$ cat src/rtl/iic_req_arbiter_if.sv
// Client and core-side signal bundle of iic_req_arbiter.
// The arbiter takes the slave modport; the environment (clients and core) takes master.
interface iic_req_arbiter_if;
    logic        req0;
    logic        rw0;
    logic [15:0] addr0;
    logic [7:0]  wdata0;
    logic        done0;
    logic        req1;
    logic        rw1;
    logic [15:0] addr1;
    logic [7:0]  wdata1;
    logic        done1;
    logic [7:0]  rd_data;
    logic        busy;
    logic        err;
    logic        iic_add_bit;
    logic        iic_wr_en;
    logic        iic_rd_en;
    logic [15:0] iic_word_add;
    logic [7:0]  iic_wr_data;
    logic [7:0]  iic_rd_data;
    logic        iic_end;

    modport slave (
        input  req0, rw0, addr0, wdata0, req1, rw1, addr1, wdata1, iic_rd_data, iic_end,
        output done0, done1, rd_data, busy, err,
        output iic_add_bit, iic_wr_en, iic_rd_en, iic_word_add, iic_wr_data
    );

    modport master (
        output req0, rw0, addr0, wdata0, req1, rw1, addr1, wdata1, iic_rd_data, iic_end,
        input  done0, done1, rd_data, busy, err,
        input  iic_add_bit, iic_wr_en, iic_rd_en, iic_word_add, iic_wr_data
    );
endinterface

$ cat src/rtl/iic_req_arbiter.sv
// Round-robin arbiter sharing one iic master core between two byte-transaction requesters.
// Optional macro IIC_TIMEOUT_EN adds a per-transaction watchdog that ends WAIT with err.
module iic_req_arbiter #(
    parameter bit          ADDR_16BIT  = 1'b1,
    parameter int unsigned TIMEOUT_CYC = 2_000_000
) (
    input  logic            sys_clk,
    input  logic            sys_rst_n,
    iic_req_arbiter_if.slave bus
);

    typedef enum logic [1:0] {StIdle, StStart, StWait, StDone} state_e;

    state_e      state_q, state_d;
    logic        gnt_q, gnt_d;
    logic        last_q, last_d;
    logic        rw_q, rw_d;
    logic [15:0] addr_q, addr_d;
    logic [7:0]  wdata_q, wdata_d;
    logic [7:0]  rdata_q, rdata_d;
    logic        busy_q, busy_d;
    logic        wr_en_q, wr_en_d;
    logic        rd_en_q, rd_en_d;
    logic        done0_q, done0_d;
    logic        done1_q, done1_d;
    logic        err_q, err_d;
    logic        timeout;

`ifdef IIC_TIMEOUT_EN
    localparam int unsigned CntW = (TIMEOUT_CYC > 1) ? $clog2(TIMEOUT_CYC) : 1;

    logic [CntW-1:0] cnt_q, cnt_d;

    // Idle clears the count, so every grant starts the watchdog from zero.
    always_comb begin
        cnt_d   = cnt_q;
        timeout = 1'b0;
        if (state_q == StIdle) begin
            cnt_d = '0;
        end else if (state_q == StWait) begin
            if (cnt_q == CntW'(TIMEOUT_CYC - 1)) begin
                timeout = 1'b1;
            end else begin
                cnt_d = cnt_q + 1'b1;
            end
        end
    end

    always_ff @(posedge sys_clk or negedge sys_rst_n) begin
        if (!sys_rst_n) begin
            cnt_q <= '0;
        end else begin
            cnt_q <= cnt_d;
        end
    end
`else
    logic unused_timeout_cyc;
    assign unused_timeout_cyc = ^TIMEOUT_CYC;
    assign timeout            = 1'b0;
`endif

    always_comb begin
        state_d = state_q;
        gnt_d   = gnt_q;
        last_d  = last_q;
        rw_d    = rw_q;
        addr_d  = addr_q;
        wdata_d = wdata_q;
        rdata_d = rdata_q;
        busy_d  = busy_q;
        wr_en_d = 1'b0;
        rd_en_d = 1'b0;
        done0_d = 1'b0;
        done1_d = 1'b0;
        err_d   = 1'b0;
        unique case (state_q)
            StIdle: begin
                if (bus.req0 || bus.req1) begin
                    // On contention the channel not served last wins.
                    gnt_d   = (bus.req0 && bus.req1) ? ~last_q : bus.req1;
                    rw_d    = gnt_d ? bus.rw1    : bus.rw0;
                    addr_d  = gnt_d ? bus.addr1  : bus.addr0;
                    wdata_d = gnt_d ? bus.wdata1 : bus.wdata0;
                    wr_en_d = ~rw_d;
                    rd_en_d = rw_d;
                    busy_d  = 1'b1;
                    state_d = StStart;
                end
            end
            StStart: begin
                state_d = StWait;
            end
            StWait: begin
                if (bus.iic_end) begin
                    if (rw_q) begin
                        rdata_d = bus.iic_rd_data;
                    end
                    done0_d = ~gnt_q;
                    done1_d = gnt_q;
                    state_d = StDone;
                end else if (timeout) begin
                    err_d   = 1'b1;
                    done0_d = ~gnt_q;
                    done1_d = gnt_q;
                    state_d = StDone;
                end
            end
            StDone: begin
                busy_d  = 1'b0;
                last_d  = gnt_q;
                state_d = StIdle;
            end
            default: begin
                state_d = StIdle;
            end
        endcase
    end

    always_ff @(posedge sys_clk or negedge sys_rst_n) begin
        if (!sys_rst_n) begin
            state_q <= StIdle;
            gnt_q   <= 1'b0;
            last_q  <= 1'b1;
            rw_q    <= 1'b0;
            addr_q  <= '0;
            wdata_q <= '0;
            rdata_q <= '0;
            busy_q  <= 1'b0;
            wr_en_q <= 1'b0;
            rd_en_q <= 1'b0;
            done0_q <= 1'b0;
            done1_q <= 1'b0;
            err_q   <= 1'b0;
        end else begin
            state_q <= state_d;
            gnt_q   <= gnt_d;
            last_q  <= last_d;
            rw_q    <= rw_d;
            addr_q  <= addr_d;
            wdata_q <= wdata_d;
            rdata_q <= rdata_d;
            busy_q  <= busy_d;
            wr_en_q <= wr_en_d;
            rd_en_q <= rd_en_d;
            done0_q <= done0_d;
            done1_q <= done1_d;
            err_q   <= err_d;
        end
    end

    assign bus.done0        = done0_q;
    assign bus.done1        = done1_q;
    assign bus.rd_data      = rdata_q;
    assign bus.busy         = busy_q;
    assign bus.err          = err_q;
    assign bus.iic_add_bit  = ADDR_16BIT;
    assign bus.iic_wr_en    = wr_en_q;
    assign bus.iic_rd_en    = rd_en_q;
    assign bus.iic_word_add = addr_q;
    assign bus.iic_wr_data  = wdata_q;

endmodule

$ cat src/flat_wrapper.sv
// flat-port wrapper written by rule: the top's interface ports become plain ports
module iic_req_arbiter_flat 
#(
    parameter bit          ADDR_16BIT  = 1'b1,
    parameter int unsigned TIMEOUT_CYC = 2_000_000
)
  (sys_clk, sys_rst_n, bus_req0, bus_rw0, bus_addr0, bus_wdata0, bus_req1, bus_rw1, bus_addr1, bus_wdata1, bus_iic_rd_data, bus_iic_end, bus_done0, bus_done1, bus_rd_data, bus_busy, bus_err, bus_iic_add_bit, bus_iic_wr_en, bus_iic_rd_en, bus_iic_word_add, bus_iic_wr_data);
  iic_req_arbiter_if bus_i ();
  input  logic sys_clk;
  input  logic sys_rst_n;
  input wire logic [$bits(bus_i.req0)-1:0] bus_req0;
  input wire logic [$bits(bus_i.rw0)-1:0] bus_rw0;
  input wire logic [$bits(bus_i.addr0)-1:0] bus_addr0;
  input wire logic [$bits(bus_i.wdata0)-1:0] bus_wdata0;
  input wire logic [$bits(bus_i.req1)-1:0] bus_req1;
  input wire logic [$bits(bus_i.rw1)-1:0] bus_rw1;
  input wire logic [$bits(bus_i.addr1)-1:0] bus_addr1;
  input wire logic [$bits(bus_i.wdata1)-1:0] bus_wdata1;
  input wire logic [$bits(bus_i.iic_rd_data)-1:0] bus_iic_rd_data;
  input wire logic [$bits(bus_i.iic_end)-1:0] bus_iic_end;
  output wire logic [$bits(bus_i.done0)-1:0] bus_done0;
  output wire logic [$bits(bus_i.done1)-1:0] bus_done1;
  output wire logic [$bits(bus_i.rd_data)-1:0] bus_rd_data;
  output wire logic [$bits(bus_i.busy)-1:0] bus_busy;
  output wire logic [$bits(bus_i.err)-1:0] bus_err;
  output wire logic [$bits(bus_i.iic_add_bit)-1:0] bus_iic_add_bit;
  output wire logic [$bits(bus_i.iic_wr_en)-1:0] bus_iic_wr_en;
  output wire logic [$bits(bus_i.iic_rd_en)-1:0] bus_iic_rd_en;
  output wire logic [$bits(bus_i.iic_word_add)-1:0] bus_iic_word_add;
  output wire logic [$bits(bus_i.iic_wr_data)-1:0] bus_iic_wr_data;
  assign bus_i.req0 = bus_req0;
  assign bus_i.rw0 = bus_rw0;
  assign bus_i.addr0 = bus_addr0;
  assign bus_i.wdata0 = bus_wdata0;
  assign bus_i.req1 = bus_req1;
  assign bus_i.rw1 = bus_rw1;
  assign bus_i.addr1 = bus_addr1;
  assign bus_i.wdata1 = bus_wdata1;
  assign bus_i.iic_rd_data = bus_iic_rd_data;
  assign bus_i.iic_end = bus_iic_end;
  assign bus_done0 = bus_i.done0;
  assign bus_done1 = bus_i.done1;
  assign bus_rd_data = bus_i.rd_data;
  assign bus_busy = bus_i.busy;
  assign bus_err = bus_i.err;
  assign bus_iic_add_bit = bus_i.iic_add_bit;
  assign bus_iic_wr_en = bus_i.iic_wr_en;
  assign bus_iic_rd_en = bus_i.iic_rd_en;
  assign bus_iic_word_add = bus_i.iic_word_add;
  assign bus_iic_wr_data = bus_i.iic_wr_data;
  iic_req_arbiter #(.ADDR_16BIT(ADDR_16BIT), .TIMEOUT_CYC(TIMEOUT_CYC)) u_core (.sys_clk(sys_clk), .sys_rst_n(sys_rst_n), .bus(bus_i));
endmodule
$ cat config.mk
export PLATFORM = sky130hd
export DESIGN_NAME = iic_req_arbiter_flat
export DESIGN_NICKNAME = d
export VERILOG_FILES = /design/src/rtl/iic_req_arbiter_if.sv /design/src/rtl/iic_req_arbiter.sv /design/src/flat_wrapper.sv
export SDC_FILE = /design/constraint.sdc
export NUM_CORES = 1
export LEC_CHECK = 0
export ABC_AREA = 1
export CAP_MARGIN = 20
export CORE_MARGIN = 2
export CORE_UTILIZATION = 44
export DETAILED_ROUTE_END_ITERATION = 6
export HOLD_SLACK_MARGIN = 0.15
export PLACE_DENSITY = 0.85
export SLEW_MARGIN = 10
export SYNTH_ARGS = -nofsm -noshare
export SYNTH_HDL_FRONTEND = slang
export SYNTH_SLANG_ARGS = --single-unit
$ cat constraint.sdc
create_clock -name sys_clk -period 2.1 [get_ports sys_clk]
set_clock_uncertainty 0.1 [all_clocks]
set_input_delay 0.42 -clock sys_clk [delete_from_list [all_inputs] [get_ports sys_clk]]
set_output_delay 0.42 -clock sys_clk [all_outputs]
set_load 0.01 [all_outputs]
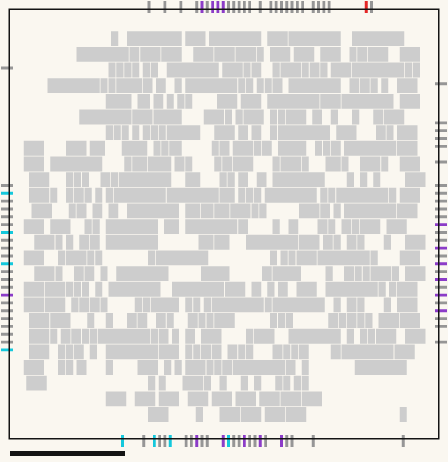
*Pin placement*
Scale bar: 20 um. Pins as bars across the die edge, other pins in gray.
legend:
  red:
    port: `sys_rst_n`
    pins: 1
    direction: input
    edge: top
  purple:
    port: `bus_addr1`
    pins: 16
    direction: input
    edge: 6 right, 5 bottom, 4 top, 1 left
  cyan:
    port: `bus_iic_wr_data`
    pins: 8
    direction: output
    edge: 4 bottom, 4 left
Die Y: 74.3 um
Die Wd: 74.3 um
port buffer count: 99

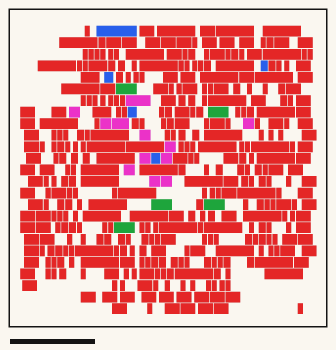
*Cells by drive strength*
Scale bar: 20 um.
legend:
  red:
    size: x1 and smaller
    cells: 377
    share: 94%
    most_used: clkdlybuf4s50_1
  magenta:
    size: x3 and x4
    cells: 12
    share: 3.0%
    most_used: buf_4
  blue:
    size: x2
    cells: 5
    share: 1.3%
    most_used: nand2_2
  green:
    size: x6 and larger
    cells: 5
    share: 1.3%
    most_used: clkbuf_8
Area Overhead vs Synth: 52.4%
setup ws final: 0.323 ns

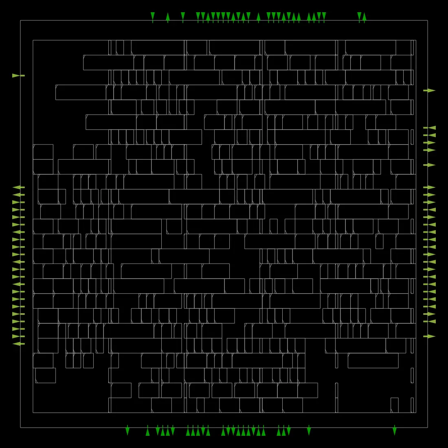
*Cell placement*
Taps Inserted: 67
final core occ: 69.8%
sequential cell area share: 31.7%
Fill cells: 397
num rows: 25

==> flow_metrics.py <==
# Physical implementation metrics
metrics = {
    "synthesis": {
        "largest_area_cell": "dfrtp_1",
        "ys_seq_elements": 42,
        "ys_types": 18,
        "ys_seq_share_pct": 48.3,
        "ys_sh_xor_pct": 0,
        "synthArstFlopShare_pct": 100,
        "netlist_instances": 295,
        "synth_chip_area_sq_um": 2180,
        "mux_area_share_pct": 0,
        "edf_count": 0,
        "ys_top_logic_family": "simple AND/OR/NAND/NOR gates",
        "ys_cells": 295,
    },
    "critical_path": {
        "worstPathRequired_ns": 2.22,
        "cp.arrival_ns": 1.90,
        "r2r_end": "u_core.rw_q$_DFFE_PN0P_",
        "crit_start": "u_core.state_q[0]$_DFFE_PN0P_",
        "crit_path_end_kind": "flip-flop",
        "crit_path_max_incr_delay_ns": 0.48,
        "cp-start-kind": "flip-flop",
        "r2r-start": "u_core.state_q[0]$_DFFE_PN0P_",
    },
    "global_routing": {
        "grt_start_max_net_pins": 26,
        "grtUsageMet1_pct": 25.0,
        "grt_first_pass_wirelength_um": 8940,
        "grt.busiest_layer": "met2",
    },
    "worst_hold_path": {
        "min-delay-start": "u_core.gnt_q$_DFFE_PN0P_",
        "hp-class": "flip-flop to flip-flop",
        "holdPathStages": 1,
    },
    "clocking": {
        "cts_root_buf": "clkbuf_8",
        "clock_insertion_delay_worst_skew_ns": 0.29,
        "ctsLongestPathBuffers": 2,
        "cts-htree-levels": 2,
        "clkSlewWorstSetupHoldPaths_ns": 0.07,
    },
    "power": {
        "powerDensity_nw_per_um2": 1170,
        "power_mw": 3.88,
        "pg_comb_mw": 1.97,
        "power.share.combinational_pct": 50.6,
        "powerClk_mw": 0.491,
        "seq_cell_power_mw": 1.43,
        "top_power_group": "combinational logic",
        "irDropWorstVdd_v": 0.000587,
    },
    "status": {
        "status": "completed",
    },
    "route": {
        "dr.pass1.iters": 4,
        "vias_per_cell": 4.67,
        "final_antenna_net_count": 0,
        "drc": 0,
        "top_layer": "met4",
        "wl_met1_um": 2330,
    },
    "timing": {
        "slew_headroom_pct": 62.2,
        "finalHoldViolCount": 0,
        "period_minus_slack_ns": 1.78,
        "setup_tns_ns": 0,
        "worstMarginPinSlew_ns": 0.566,
        "finalSetupViolCount": 0,
        "rsz0062_at_grt": "no",
    },
    "floorplanning": {
        "die_area_sq_um": 5530,
        "floorplan.core_util_pct": 45.8,
        "ios": 102,
    },
    "place": {
        "dp_hpwl_um": 4350,
        "place_inst": 457,
    },
    "job": {
        "drv_cap": 0,
    },
}
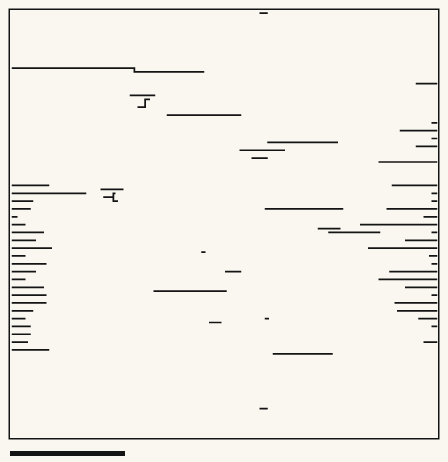
*Metal 3*
Scale bar: 20 um.
wire length on this layer: 354 um
main direction: horizontal
nets with wire on the layer: 61
via count: 2175
DRT Wirelength: 5680 um
met3 Use GR: 4.47%

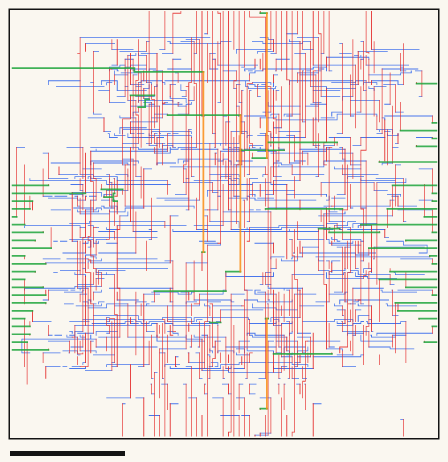
*Wiring by layer*
Scale bar: 20 um.
legend:
  green:
    layer: M3
    wire_length: 354 um
  orange:
    layer: M4
    wire_length: 99.3 um
  red:
    layer: M2
    wire_length: 2900 um
  blue:
    layer: M1
    wire_length: 2330 um
Overall Global Routing Usage: 21.2%
drt wl/cell: 12.2 um

[synthesized netlist by cell type, types with 3 or more instances]
| library cell | n |
|---|---|
| dfrtp_1 | 41 |
| buf_4 | 7 |
| buf_1 | 3 |
| nor2_1 | 4 |
| ha_1 | 3 |
| nand2_1 | 95 |
| nand3_1 | 53 |
| inv_1 | 66 |
| o21ai_0 | 9 |
[worst max-delay path by stage]
stage                                                         to  slack (ns)  cells past startpoint
after floorplan           u_core.bus.iic_word_add[4]$_DFFE_PN0P_        0.73                      7
after global placement                   u_core.rw_q$_DFFE_PN0P_        0.13                      5
after detailed placement                 u_core.rw_q$_DFFE_PN0P_        0.10                      5
after CTS                                u_core.rw_q$_DFFE_PN0P_        0.32                      6
after global routing      u_core.bus.iic_word_add[7]$_DFFE_PN0P_        0.19                      6
final                                    u_core.rw_q$_DFFE_PN0P_        0.32                      6
[layout by cell type (no fill, tap or decap)]
cell type / n
a21oi_1: 2
buf_2: 1
buf_4: 10
clkbuf_1: 3
clkbuf_8: 5
clkdlybuf4s50_1: 98
conb_1: 2
dfrtp_1: 41
dfstp_2: 1
dlygate4sd3_1: 1
ha_1: 3
inv_1: 66
nand2_1: 95
nand2_2: 2
nand3_1: 53
nor2_1: 4
nor2_4: 1
o21ai_0: 9
o21ai_4: 1
or2_2: 1
[final cells by class]
| class | instances | area, sq um |
|---|---|---|
| Multi-Input combinational cell | 173 | 783 |
| Timing Repair Buffer | 110 | 1070 |
| Fill cell | 397 | 1440 |
| Inverter | 66 | 248 |
| Tap cell | 67 | 83.8 |
| Sequential cell | 42 | 1050 |
| Clock buffer | 8 | 80.1 |
[timing repair]
action	4_1_cts	5_1_grt
endpoints found under the hold margin	10	0
resized	0	0
hold buffers	1	0
No activity file was given, so power comes from the tool's default toggle rates.
